Design queue_seq_ctrl, sky130hd; sources not shown.
**Metal 1**

Cells faint in the background.
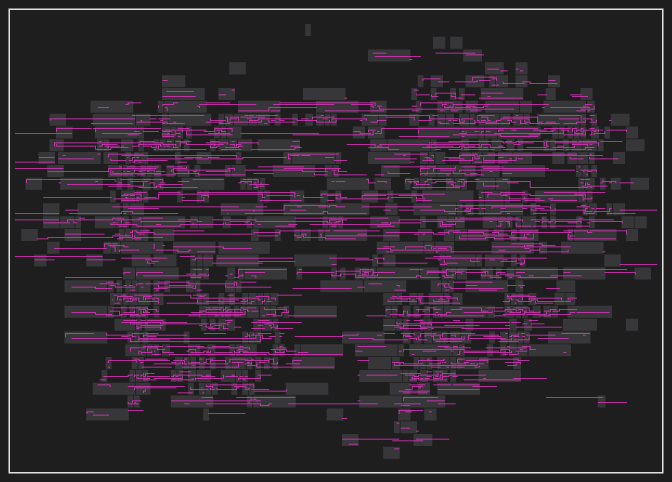
The wires run mostly horizontal. The layer carries 5,260 microns of wire.
Total Wirelength: 9.77 mm
GRT met1 Usage: 0.222
via count: 3,439

**The metal 2 layer**

Bar = 50 microns.
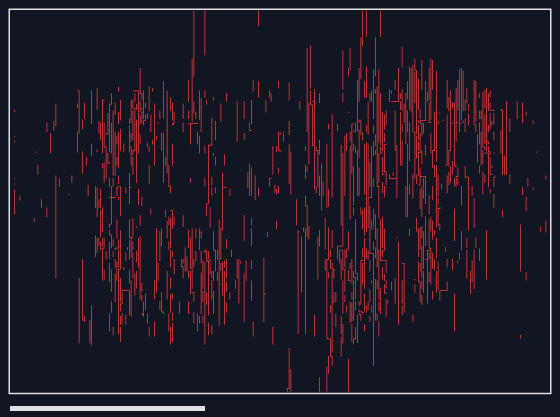
465 nets have wire on it. The wires run mostly vertical. The layer holds 42% of the routed length. The longest straight run is 28.7 microns. The layer carries 4,060 microns of wire.
routing usage on met2: 0.220

**Metal 3**

Bar = 50 microns.
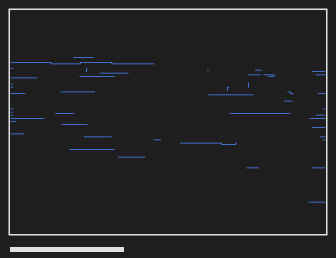
42 nets have wire on it. The layer holds 3.8% of the routed length. The longest straight run is 26.2 microns. The layer carries 375 microns of wire.
routing usage on met3: 0.0417

**Clock nets**

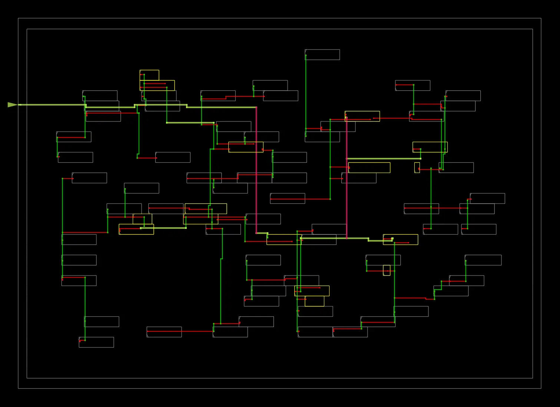
clock skew: 0.00611 ns
seq_cells: 62
CTS buffer count: 9
worst skew pair latency: 0.33 ns
Clk power: 0.00149 W

==> summary.txt <==
run metrics: outcome complete, but fails checks, violations in the final reports setup timing, TritonRoute pass-1 iters 4, H-tree depth 3, Clock Tree Root clkbuf_16, CP Capture Type output pin, gr usage total 0.152, Bufs on Longest Clock Path 2, Dominant cell area share 0.409, worst vdd ir about 0.42 mV, Hold WC Path Type primary input to async pin, share of cells above drive strength 1 0.219, core area between 0.01 and 0.015 sq mm, Worst path slowest cell dfrtp_1, R2R setup slack 0.10 ns, Worst Tran Pin Value between 0.5 and 0.6 ns, wire length per cell approximately 13 microns, top-count cell post-synth nand2_1, Chip Area about 0.014 sq mm, Post-synth EDFFs 0, max reg flops 12, Top-Level Pins 34, Iter 0 DRT Violations 189, first-pass GRT wire length 16.4 mm, RSZ-0062 raised after global routing true, ys async rst share 1.00, GPL Wtd Cong roughly 0.88, setup ws final -0.0197 ns, hold_ws ~0.073 ns, global route overflow 0, post-synthesis instance total ~520, Final Max Slew Viols 0, Critical Path Fanout Max 4, final setup fails 3, yosys stat area approximately 0.0038 sq mm, Fmax achieved roughly 0.42 GHz, final period utilization 1.01, initial antenna violation count 0, total of max-cap violations 0, LEAKAGE about 2.4 nW, kind of cell adding the most delay to the critical path simple AND/OR/NAND/NOR gates, Cell Type Count 34, Main synth FF type dfrtp_1
-- through the flow --
| stage | instance area (sq um) | total power (W) | std cells | worst slack (ns) | setup TNS (ns) |
|---|---|---|---|---|---|
| 2_1_floorplan | 3790 | 0.00285 | 517 | 0.200 | 0 |
| 3_3_place_gp | 4280 | 0.00336 | 710 | 0.109 | 0 |
| 3_5_place_dp | 4280 | 0.00338 | 710 | 0.0729 | 0 |
| 4_1_cts | 4840 | 0.00511 | 740 | -0.0329 | -0.110 |
| 5_1_grt | 4980 | 0.00554 | 751 | -0.120 | -1.15 |
| 6_report | 4980 | 0.00518 | 751 | -0.0197 | -0.0352 |
-- layout by cell type (no fill, tap or decap), types with 7 or more instances in the layout --
cell type,n
nor2_4,7
nand2_1,142
inv_2,9
inv_1,64
nor2_1,48
nor3_1,11
a21oi_1,8
nor2_2,10
buf_6,7
nand3_1,26
nand2_2,16
dfrtp_1,61
nand4_1,8
nand3_2,8
clkbuf_16,9
xor2_1,19
o21ai_0,24
buf_4,37
clkdlybuf4s50_1,18
-- final cells by class --
type	instances	area (sq um)
Fill cell	1245	7390
Sequential cell	62	1550
Clock inverter	3	65.1
Clock buffer	13	270
Multi-Input combinational cell	372	2040
Timing Repair Buffer	64	562
Tap cell	162	203
Inverter	75	289
-- power by group through the flow --
stage / Clock, W / Sequential (W) / Combinational, W
4_1_cts: 0.00153 / 0.00159 / 0.00200
5_1_grt: 0.00158 / 0.00164 / 0.00232
2_1_floorplan: 0 / 0.00163 / 0.00122
6_report: 0.00149 / 0.00159 / 0.00209
3_3_place_gp: 0 / 0.00159 / 0.00177
3_5_place_dp: 0 / 0.00159 / 0.00178
-- per-layer routing --
metal / up-vias / global-route usage / share of wire
li1: 1759 / - / -
met1: 1606 / 0.222 / 0.54
met2: 69 / 0.220 / 0.42
met3: 5 / 0.0417 / 0.038
met4: 0 / 0.0424 / 0.0067
met5: - / 0 / 0
-- kinds of logic (layout without fill, tap and decap cells) --
logic type      count (synthesis)  after routing  synth area share
compound gates                 49             49            0.0709
xor+xnor                       24             24            0.0554
fa+ha+maj                       7              7            0.0231
buf+inv                        84            155            0.0920
flops                          62             62             0.409
other cells                     1              1          0.000989
simple gates                  290            291             0.348
-- what timing repair did --
item,4_1_cts,5_1_grt
gates cloned,1,0
endpoints found under the setup margin,11,19
pin swaps,16,19
buffers inserted,13,12
gates resized,33,20
hold buffers,0,0
Power is estimated from default activity; no workload was simulated.
